$ cat src/rtl/seg_display_scanner.sv
// seg_display_scanner: time-multiplexed 4-digit seven-segment driver with frame snapshot, hex decode, blanking, blink and dead time
// Ports:
//   clk, rst          clock, asynchronous active-low reset
//   digit0..digit3    hex digit values, digit0 rightmost
//   dp_mask, blink_en per-digit decimal point and blink requests
//   blank_lz          leading-zero blanking enable (live level, not snapshotted)
//   seg, dp, an       segment bus (seg[0]=a), decimal point, digit enables
//   frame_tick        one-cycle pulse in slot 0's dead cycle
module seg_display_scanner #(
  parameter int REFRESH_DIV = 1000,
  parameter int BLINK_DIV = 250,
  parameter bit SEG_ACTIVE_LOW = 1'b1,
  parameter bit AN_ACTIVE_LOW = 1'b1
) (
  input  logic       clk,
  input  logic       rst,
  input  logic [3:0] digit0,
  input  logic [3:0] digit1,
  input  logic [3:0] digit2,
  input  logic [3:0] digit3,
  input  logic [3:0] dp_mask,
  input  logic [3:0] blink_en,
  input  logic       blank_lz,
  output logic [6:0] seg,
  output logic       dp,
  output logic [3:0] an,
  output logic       frame_tick
);
  localparam int PW = $clog2(REFRESH_DIV);
  localparam int FW = $clog2(BLINK_DIV + 1);
  localparam logic [15:0][6:0] HEX = {7'h71, 7'h79, 7'h5E, 7'h39, 7'h7C, 7'h77, 7'h6F, 7'h7F,
                                      7'h07, 7'h7D, 7'h6D, 7'h66, 7'h4F, 7'h5B, 7'h06, 7'h3F};
  logic [PW-1:0] presc, presc_n;
  logic [1:0] slot, slot_n;
  logic [FW-1:0] frame_cnt, frame_cnt_n;
  logic blink_phase, phase_n, frame, blank;
  logic [3:0][3:0] sh_digit, digit_n;
  logic [3:0] sh_dp, sh_blink, dp_n, blink_n, zero_up, cur;
  // Output registers are fed from next-state values so the new slot's
  // segments (and a freshly loaded snapshot) appear in the dead cycle itself.
  always_comb begin
    presc_n = presc == PW'(REFRESH_DIV - 1) ? '0 : presc + 1'b1;
    slot_n = presc_n == '0 ? slot + 2'd1 : slot;
    frame = presc_n == '0 && slot == 2'd3;
    frame_cnt_n = !frame ? frame_cnt : frame_cnt == FW'(BLINK_DIV - 1) ? '0 : frame_cnt + 1'b1;
    phase_n = blink_phase ^ (frame && frame_cnt_n == '0);
    digit_n = frame ? {digit3, digit2, digit1, digit0} : sh_digit;
    dp_n = frame ? dp_mask : sh_dp;
    blink_n = frame ? blink_en : sh_blink;
    cur = digit_n[slot_n];
    // zero_up[k]: digits k..3 all zero; digit 0 is exempt from leading-zero blanking
    zero_up[3] = digit_n[3] == 4'd0;
    zero_up[2] = zero_up[3] && digit_n[2] == 4'd0;
    zero_up[1] = zero_up[2] && digit_n[1] == 4'd0;
    zero_up[0] = 1'b0;
    blank = (blank_lz && zero_up[slot_n]) || (blink_n[slot_n] && phase_n);
  end
  always_ff @(posedge clk or negedge rst)
    if (!rst) begin
      presc <= '0;
      slot <= '0;
      frame_cnt <= '0;
      blink_phase <= 1'b0;
      sh_digit <= '0;
      sh_dp <= '0;
      sh_blink <= '0;
      frame_tick <= 1'b0;
      seg <= {7{SEG_ACTIVE_LOW}};
      dp <= SEG_ACTIVE_LOW;
      an <= {4{AN_ACTIVE_LOW}};
    end else begin
      presc <= presc_n;
      slot <= slot_n;
      frame_cnt <= frame_cnt_n;
      blink_phase <= phase_n;
      sh_digit <= digit_n;
      sh_dp <= dp_n;
      sh_blink <= blink_n;
      frame_tick <= frame;
      seg <= (blank ? 7'd0 : HEX[cur]) ^ {7{SEG_ACTIVE_LOW}};
      dp <= (!blank && dp_n[slot_n]) ^ SEG_ACTIVE_LOW;
      an <= ((blank || presc_n == '0) ? 4'd0 : 4'b1 << slot_n) ^ {4{AN_ACTIVE_LOW}};
    end
endmodule

$ cat config.mk
export PLATFORM = sky130hd
export DESIGN_NAME = seg_display_scanner
export DESIGN_NICKNAME = d
export VERILOG_FILES = /design/src/rtl/seg_display_scanner.sv
export SDC_FILE = /design/constraint.sdc
export NUM_CORES = 1
export LEC_CHECK = 0
export ABC_CLOCK_PERIOD_IN_PS = 5200
export CAP_MARGIN = 20
export CORE_MARGIN = 10
export CORE_UTILIZATION = 45
export CTS_CLUSTER_SIZE = 10
export DETAILED_ROUTE_END_ITERATION = 12
export HOLD_SLACK_MARGIN = 0.02
export MAX_ROUTING_LAYER = met4
export PLACE_DENSITY = 0.7
export SLEW_MARGIN = 20
export SYNTH_ARGS = -nofsm -noshare
export SYNTH_HDL_FRONTEND = slang
export SYNTH_SLANG_ARGS = --single-unit
$ cat constraint.sdc
create_clock -name clk -period 5.2 [get_ports clk]
set_input_delay 1.04 -clock clk [delete_from_list [all_inputs] [get_ports clk]]
set_output_delay 1.04 -clock clk [all_outputs]
set_load 0.005 [all_outputs]
Figure 1. Register map, names as in the netlist.
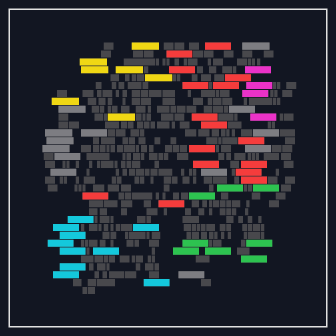
colour	netlist name	sequential cells
green	frame_cnt	8
red	sh_digit	16
magenta	sh_dp	4
cyan	presc	10
yellow	seg	7
not coloured	13

Figure 2. Logic cells by family.
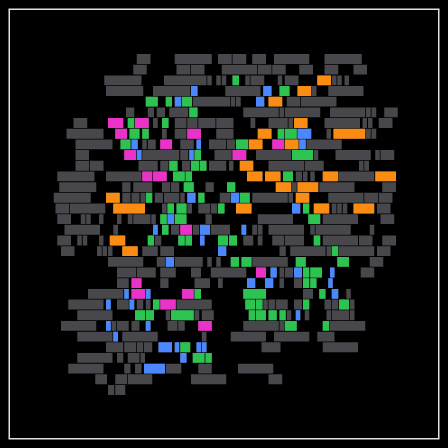
colour	family	cells
green	aoi and oai cells	70
orange	mux cells	23
blue	nor cells	41
magenta	non-inverting ao/oa cells	17

Figure 3. Supply network.
Pins as bars on the die edge.
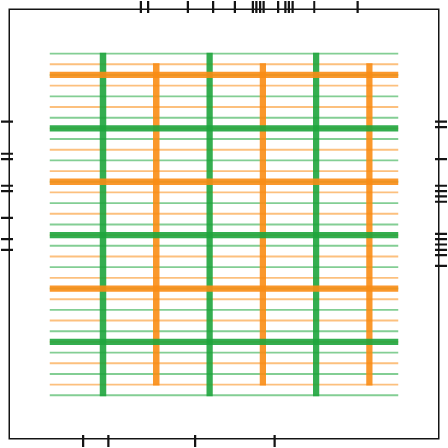
colour	net
green	VSS
orange	VDD
met4 straps	6
signal pins	40
rows	32
met5 straps	6
met1 rails	33
die width: 109.0 µm
Peak VDD IR: 126.4 µV
die height: 109.0 µm
core area: 7727 µm²

Figure 4. The clock network.
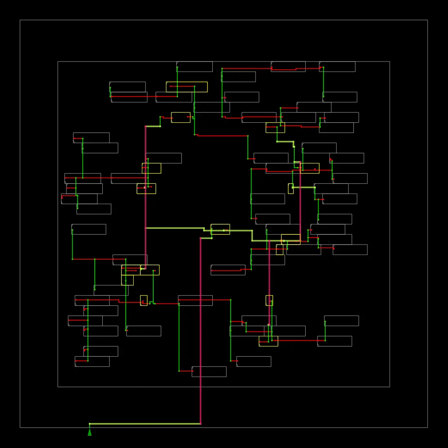
CLK BUF: 11
CTS Buf Count: 9
Clk power: 412 µW

Figure 5. Close-up of the layout.
Window x 2 to 52, y 57 to 107 µm. Cells in grey, sequential cells in the stronger grey; small squares are vias.
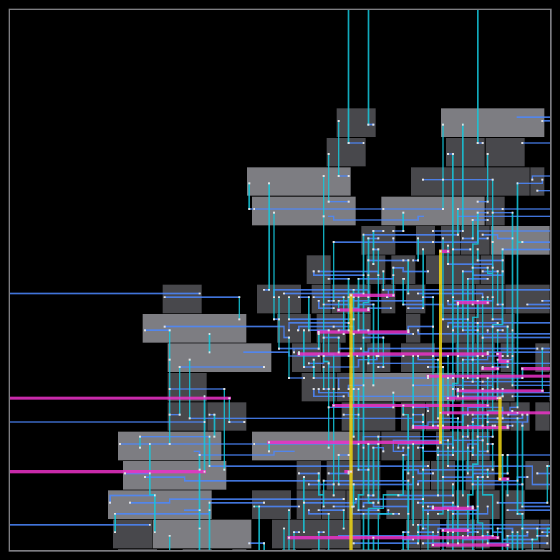
colour	layer
magenta	M3
blue	M1
yellow	M4
cyan	M2
most frequent	dfstp_2 (11), clkdlybuf4s50_1 (9)
sequential cells in the window	13
netlist names of flops here include	seg (7), an (4)
cells with their middle in the window	93

==> metrics.cfg <==
[outcome]
outcome = completed

[floorplanning]
initial_utilization_pct = 46.16
num_rows = 32

[detailed_routing]
num_vias = 2905
met2WireLength_um = 3656
wl_met1_um = 4273
wl_met3_um = 559
drt_iter0_drc = 198
drt-total-wl_um = 8645
ant_nets = 0
via_per_inst = 5.630
drc = 0
dr.pass1.iters = 5

[synth]
common_cells = 54 x nand2_1, 46 x dfrtp_1, 20 x inv_1, 20 x o21ai_0, 19 x nor2_1
yosysChipArea_um2 = 3567
ys_sh_simple_pct = 21.71
synthTopLogicFamily = simple AND/OR/NAND/NOR gates
aoi_share_pct = 17.61
topCellsByArea = dfrtp_1 32%, dfstp_2 8.8%, nand2_1 5.7%, ha_1 3.5%, mux2i_1 2.8%
synth_seq_share_pct = 41.11
synth_async_sr_flop_share_pct = 100.0
yosys.area.top_type = dfrtp_1
synth_area_um2 = 3567
edf_count = 0
syn-mean-instance-area_um2 = 9.667
syn_inst = 369
synth.top_cell.area_share_pct = 32.27
synthMuxAreaShare_pct = 7.857
synth_flops = 58

[critical_path]
cpMostUsedCell = ha_1
path_class = flop to flop
worst-path-buf-inv = 2
worstRegToRegCells = 15
crit_cells = 15
startpoint = presc[0]$_DFF_PN0_
required_ns = 5.45
timing.rr.end = seg[0]$_DFF_PN1_
crit_chain = ha_1 -> nand2_2 -> nor4b_2 -> a41o_2 -> nand3_2 -> o21ai_2 -> and2_1 -> inv_2 -> mux2_4 -> mux2i_1 -> inv_1 -> ha_1 -> or3_1 -> a31oi_1 -> o31ai_1
endpoint_kind = flop

[global_route]
grt_overflow_total = 0
grt_pass1_wl_um = 14280
met3_usage_pct = 3.658
grt_max_degree = 59
met1_usage_pct = 22.32

[layout]
nNonClkBuffers = 42
design_area_um2 = 4188
regArea_um2 = 1466
layout_top_cell = nand2_1
comb_share_pct = 45.47
largest_class = logic gates
syn_to_final_growth_pct = 17.40
drive_above_1_share_pct = 16.18
comb_area_um2 = 1904
buffer_area_share_pct = 9.740
regMostFlops = sh_digit
inverters = 23
clockNetworkAreaShare_pct = 4.661
reg_top3 = sh_digit (16), presc (10), frame_cnt (8)
fill_cells = 706
final_cells = 516
final_core_utilization_pct = 54.19
antenna-diode-count = 0

[place]
io_buffers = 39
dp_slack_ns = 1.007
placed_area_um2 = 3993

[clock_network]
cts_buffer_depth = 2
cts_root_buf = clkbuf_8
cts_setup_buffers = 0
cts_max_level = 3
cts_tree = yes
clk_latency_ns = 0.34
postCtsHoldBufs = 0

[final_timing]
finalCriticalPeriod_ns = 4.289
timing.slew.headroom_pct = 51.37
skew_ns = 0.008397
setup_tns_ns = 0
fin_crit_sh_pct = 82.48
hold_ws_ns = 0.4709
max_freq_ghz = 0.2332
finalHoldViolations = 0

[power]
intPower_uw = 724.2
share_clk_of_total_power_pct = 44.1
power.switching_uw = 210.1
seq-power_uw = 463

[min_path]
min_to = sh_dp[3]$_DFF_PN0_
hold_start = sh_dp[3]$_DFF_PN0_
hold_path.class = flop to flop

[run]
cap_viol_max_count = 0

No activity file was given, so power comes from the tool's default toggle rates.
